[src/rtl/input_data_pipeline.sv]
// Elastic valid/ready register pipeline with bubble collapse and clk_en stall.
// Define INPUT_PIPELINE_SKID_EN to add a skid register and a registered in_ready.
module input_data_pipeline #(
    parameter int DataWidth = 32,
    parameter int Stages    = 5,
    localparam int CntWidth = $clog2(Stages + 2)
) (
    input  logic                 clk,
    input  logic                 sclr,
    input  logic                 clk_en,
    input  logic                 in_valid,
    output logic                 in_ready,
    input  logic [DataWidth-1:0] in_data,
    output logic                 out_valid,
    input  logic                 out_ready,
    output logic [DataWidth-1:0] out_data,
    output logic [CntWidth-1:0]  occupancy
);

    logic [Stages-1:0]    v_q, v_d;
    logic [DataWidth-1:0] d_q [Stages];
    logic [DataWidth-1:0] d_d [Stages];
    logic [CntWidth-1:0]  occ_q, occ_d;
    logic [Stages-1:0]    adv;
    logic [Stages-1:0]    load;
    logic [DataWidth-1:0] src0;
    logic                 run;
    logic                 in_xfer;

`ifdef INPUT_PIPELINE_SKID_EN
    logic                 sk_v_q, sk_v_d;
    logic [DataWidth-1:0] sk_d_q, sk_d_d;
    logic                 can0;
`endif

    assign run       = clk_en & ~sclr;
    assign out_valid = v_q[Stages-1] & run;
    assign out_data  = d_q[Stages-1];
    assign occupancy = occ_q;
    assign in_xfer   = in_valid & in_ready;

`ifdef INPUT_PIPELINE_SKID_EN
    assign in_ready  = run & ~sk_v_q;
`else
    assign in_ready  = run & (~v_q[0] | adv[0]);
`endif

    // Advance chain: a valid stage moves on when the stage ahead is empty or leaving.
    always_comb begin
        logic carry;
        adv   = '0;
        carry = v_q[Stages-1] & out_ready & run;
        adv[Stages-1] = carry;
        for (int i = Stages - 2; i >= 0; i--) begin
            carry  = v_q[i] & (~v_q[i+1] | carry) & run;
            adv[i] = carry;
        end
    end

    // Next state: loads from upstream, stage 0 source selection and occupancy count.
    always_comb begin
        load = '0;
        for (int i = 1; i < Stages; i++) begin
            load[i] = adv[i-1];
        end
`ifdef INPUT_PIPELINE_SKID_EN
        can0    = run & (~v_q[0] | adv[0]);
        load[0] = can0 & (sk_v_q | in_xfer);
        src0    = sk_v_q ? sk_d_q : in_data;
        sk_v_d  = sk_v_q;
        sk_d_d  = sk_d_q;
        if (sk_v_q & can0) begin
            sk_v_d = 1'b0;
        end else if (in_xfer & ~can0) begin
            sk_v_d = 1'b1;
            sk_d_d = in_data;
        end
`else
        load[0] = in_xfer;
        src0    = in_data;
`endif
        for (int i = 0; i < Stages; i++) begin
            v_d[i] = load[i] | (v_q[i] & ~adv[i]);
            if (!load[i]) begin
                d_d[i] = d_q[i];
            end else if (i == 0) begin
                d_d[i] = src0;
            end else begin
                d_d[i] = d_q[i-1];
            end
        end
        occ_d = '0;
        for (int i = 0; i < Stages; i++) begin
            occ_d = occ_d + CntWidth'(v_d[i]);
        end
`ifdef INPUT_PIPELINE_SKID_EN
        occ_d = occ_d + CntWidth'(sk_v_d);
`endif
    end

    // State registers: reset clears everything, clk_en low freezes everything.
    always_ff @(posedge clk) begin
        if (sclr) begin
            v_q   <= '0;
            occ_q <= '0;
            for (int i = 0; i < Stages; i++) begin
                d_q[i] <= '0;
            end
`ifdef INPUT_PIPELINE_SKID_EN
            sk_v_q <= 1'b0;
            sk_d_q <= '0;
`endif
        end else if (clk_en) begin
            v_q   <= v_d;
            occ_q <= occ_d;
            for (int i = 0; i < Stages; i++) begin
                d_q[i] <= d_d[i];
            end
`ifdef INPUT_PIPELINE_SKID_EN
            sk_v_q <= sk_v_d;
            sk_d_q <= sk_d_d;
`endif
        end
    end

endmodule

[config.mk]
export PLATFORM = sky130hd
export DESIGN_NAME = input_data_pipeline
export DESIGN_NICKNAME = d
export VERILOG_FILES = /design/src/rtl/input_data_pipeline.sv
export SDC_FILE = /design/constraint.sdc
export NUM_CORES = 1
export LEC_CHECK = 0
export ABC_CLOCK_PERIOD_IN_PS = 3900
export CAP_MARGIN = 20
export CORE_ASPECT_RATIO = 0.6
export CORE_MARGIN = 10
export CORE_UTILIZATION = 40
export CTS_BUF_LIST = sky130_fd_sc_hd__clkbuf_4 sky130_fd_sc_hd__clkbuf_8
export CTS_CLUSTER_DIAMETER = 150
export DETAILED_ROUTE_END_ITERATION = 16
export GPL_TIMING_DRIVEN = 0
export PLACE_DENSITY_LB_ADDON = 0.25
export SLEW_MARGIN = 0
export SYNTH_ARGS = -nofsm -noshare
export SYNTH_HDL_FRONTEND = slang
export SYNTH_SLANG_ARGS = --single-unit
[constraint.sdc]
create_clock -name clk -period 3.9 [get_ports clk]
set_clock_uncertainty 0.2 [all_clocks]
set_input_delay 0.78 -clock clk [delete_from_list [all_inputs] [get_ports clk]]
set_output_delay 0.78 -clock clk [all_outputs]
set_load 0.1 [all_outputs]
run_1/class_map.png
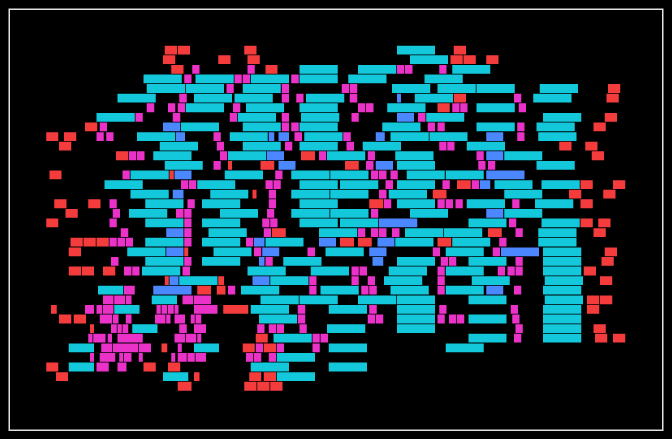
magenta -> remaining logic cells  # cells 209, share of their area 18%
red -> remaining buffers and delay cells  # cells 95, share of their area 12%
cyan -> registers  # cells 168, share of their area 65%
blue -> clock drivers and dummy loads  # cells 32, share of their area 5.7%

run_1/ff_map.png
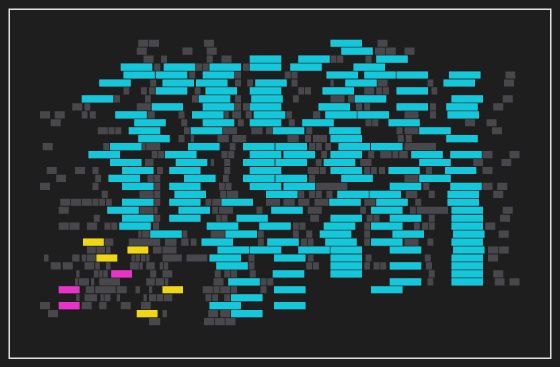
yellow -> v_q  # placed flops 5
cyan -> d_q  # placed flops 160
magenta -> occupancy  # placed flops 3

==> ci_impl_report.md, run 1 <==
### Flow metrics

| Metric | Value |
|---|---|
| Worst-path clk slew | `0.09 ns` |
| Worst r2r dst | `occupancy[1]$_SDFFE_PP0P_` |
| Worst-path maximum fanout | `10` |
| Init Core Util | `40.5%` |
| Tool warnings | `26` |
| WHS Path Cells | `1` |
| Syn Inst Count | `399` |
| Unique cell types | `31` |
| Arrival time of the worst setup path | `2.50 ns` |
| Status | `complete, no violations` |
| Tot GR Track Use | `9.99%` |
| Number of enable flip-flop cells | `160` |
| Post-CTS Setup Bufs | `0` |
| Grt peak-use layer | `met2` |
| Cts hold-fix bufs | `0` |
| Clock buffer depth | `2` |
| Post-synth mux share | `0.615%` |
| GPL Wtd Cong | `0.735` |
| Biggest area cells | `edfxtp_1, and2_1, dfxtp_1, buf_6, fa_1` |
| Xor/xnor share | `0%` |
run_1/clock_nets.png
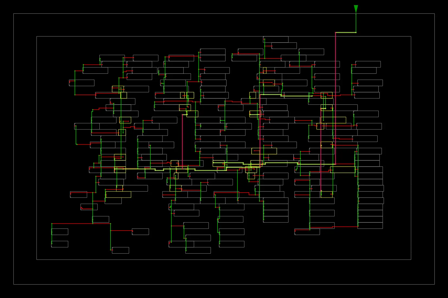
CTS sink count: 168
CTS buffer count: 17
clock latency at the later pin of the worst-skew pair: 0.44 ns
P_clk: 1.32 mW
number of clock buffers in the layout: 17

## run 1: report_power, final
part	switching [mW]	internal [mW]	total (mW)	leakage [nW]
logic	0.231	0.115	0.346	0.987
registers	0.0236	2.09	2.12	1.71
clock network	0.615	0.701	1.32	0.210
total	0.870	2.91	3.78	2.91
## run 1: layout make-up
class	instances	area, sq um
clock inverter	15	200
buffer	22	186
inverter	3	11.3
fill	1356	8140
multi-input combinational	206	1360
sequential	168	4960
tap	209	262
clock buffer	17	234
timing repair buffer	73	731
## run 1: worst max-delay path: stages
cell and delay (ns):
clkdlybuf4s50_1 0.57, nor2b_4 0.17, buf_6 0.13, clkbuf_2 0.23
and2_1 0.16, clkbuf_2 0.45
## run 1: flip-flops by register name (all words and copies together) (netlist names)
signal / cells
d_q: 160
occupancy: 3
v_q: 5
run_1/clock_wires.png
Scale bar: 50 microns.
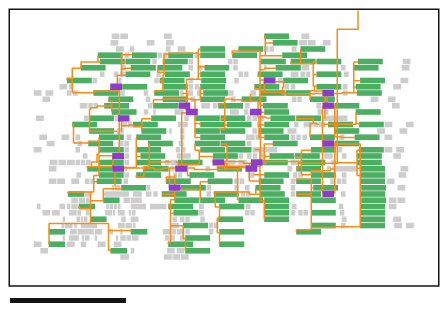

==> inputs of run 2 (changes only) <==
--- a/config.mk
+++ b/config.mk
@@ -13,8 +13,9 @@
 export CTS_BUF_LIST = sky130_fd_sc_hd__clkbuf_4 sky130_fd_sc_hd__clkbuf_8
 export CTS_CLUSTER_DIAMETER = 150
 export DETAILED_ROUTE_END_ITERATION = 16
+export GPL_ROUTABILITY_DRIVEN = 0
 export GPL_TIMING_DRIVEN = 0
-export PLACE_DENSITY_LB_ADDON = 0.25
+export PLACE_DENSITY = 0.63
 export SLEW_MARGIN = 0
 export SYNTH_ARGS = -nofsm -noshare
 export SYNTH_HDL_FRONTEND = slang
run_2/clock_wires.png
Scale bar: 50 microns.
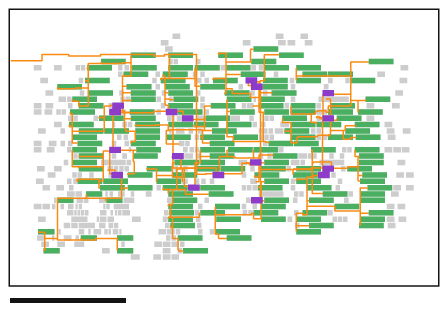
purple -> clock-net drivers  # count 17
orange -> clock wires  # length 1790 microns
green -> flip-flops  # count 168
routed clock nets = 18

run_2/ff_map.png
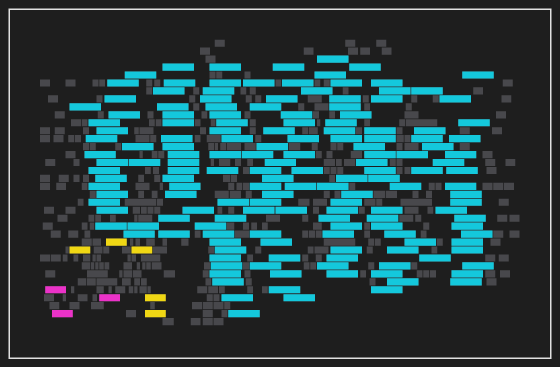
yellow -> v_q  # placed flops 5
magenta -> occupancy  # placed flops 3
cyan -> d_q  # placed flops 160
Reg area: 0.00496 sq mm
Seq area share: 62.8%

run_2/clock_nets.png
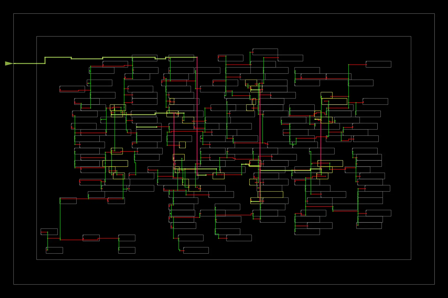
number of clock buffers in the layout: 18
flip-flops: 168

==> run 2 against run 1 <==
Total power is 0.41% lower. Utilization is 0.21 points lower. Maximum frequency hardly changed. Worst hold slack worse by 0.0066 ns. Cell area is 0.43% lower. Via count is 1.3% lower. Clock power hardly changed. Synthesized area stayed put. Routed wire length is 2.1% higher. Cell count is 0.28% lower. Sequential power hardly changed. Highest routed layer unchanged.
==> ci_impl_report.md, run 2 <==
### Flow metrics

| Metric | Value |
|---|---|
| Status | `complete, no violations` |
| Ordered list of cells on the worst path | `clkdlybuf4s50_1, nor2b_4, buf_6, clkbuf_2, and2_1, clkbuf_2` |
| Main power group | `sequential cells` |
| Seq. pwr | `2.12 mW` |
| Clock latency at the later pin of the worst-skew pair | `0.44 ns` |
| Max reg flops | `160` |
| Comb/total area | `17.1%` |
| Number of enable flip-flop cells | `160` |
| CTS buffer count | `17` |
| Sw Pwr | `859 uW` |
| Combinational power | `344 uW` |
| Unique cell types | `31` |
| Post-synth mux share | `0.615%` |
| P_clk | `1.30 mW` |
| Init Core Util | `40.5%` |
| Clk network pwr share | `34.6%` |
| Non-Clock Buffer Count | `94` |
| Tool warnings | `26` |
| Invs w/o clock | `3` |
| Xor/xnor share | `0%` |
| CTS sink count | `168` |
| Delay-heaviest family, CP | `buffers and inverters` |
| CP dominant cell by count | `clkbuf_2` |
| Worst-path maximum fanout | `10` |
| Area-dominant class | `flip-flops and latches` |
| Clk tree area frac | `5.31%` |
| Largest Register | `d_q` |
| Clock buffer depth | `2` |
| # Taps | `209` |
| Largest stage delay on the critical path | `0.56 ns` |
| Worst-path clk slew | `0.09 ns` |
| Grt peak-use layer | `met1` |
==> run 2: worst paths after layout <==
path	from	end	slack, ns	cells after the start
min	d_q[2][3]$_SDFFCE_PN0P_	d_q[3][3]$_SDFFCE_PN0P_	0.31	1
max reg2reg	v_q[3]$_SDFFE_PP0P_	occupancy[1]$_SDFFE_PP0P_	1.07	8
min reg2reg	d_q[2][3]$_SDFFCE_PN0P_	d_q[3][3]$_SDFFCE_PN0P_	0.31	1
max	sclr	out_valid	0.42	6
==> run 2: cells by family after synthesis <==
family / after synthesis
AND/OR/NAND/NOR: 177
buffers and inverters: 25
adder cells (fa/ha/maj): 3
AND-OR/OR-AND: 22
multiplexers: 4
flip-flops: 168
Power is estimated from default activity; no workload was simulated.
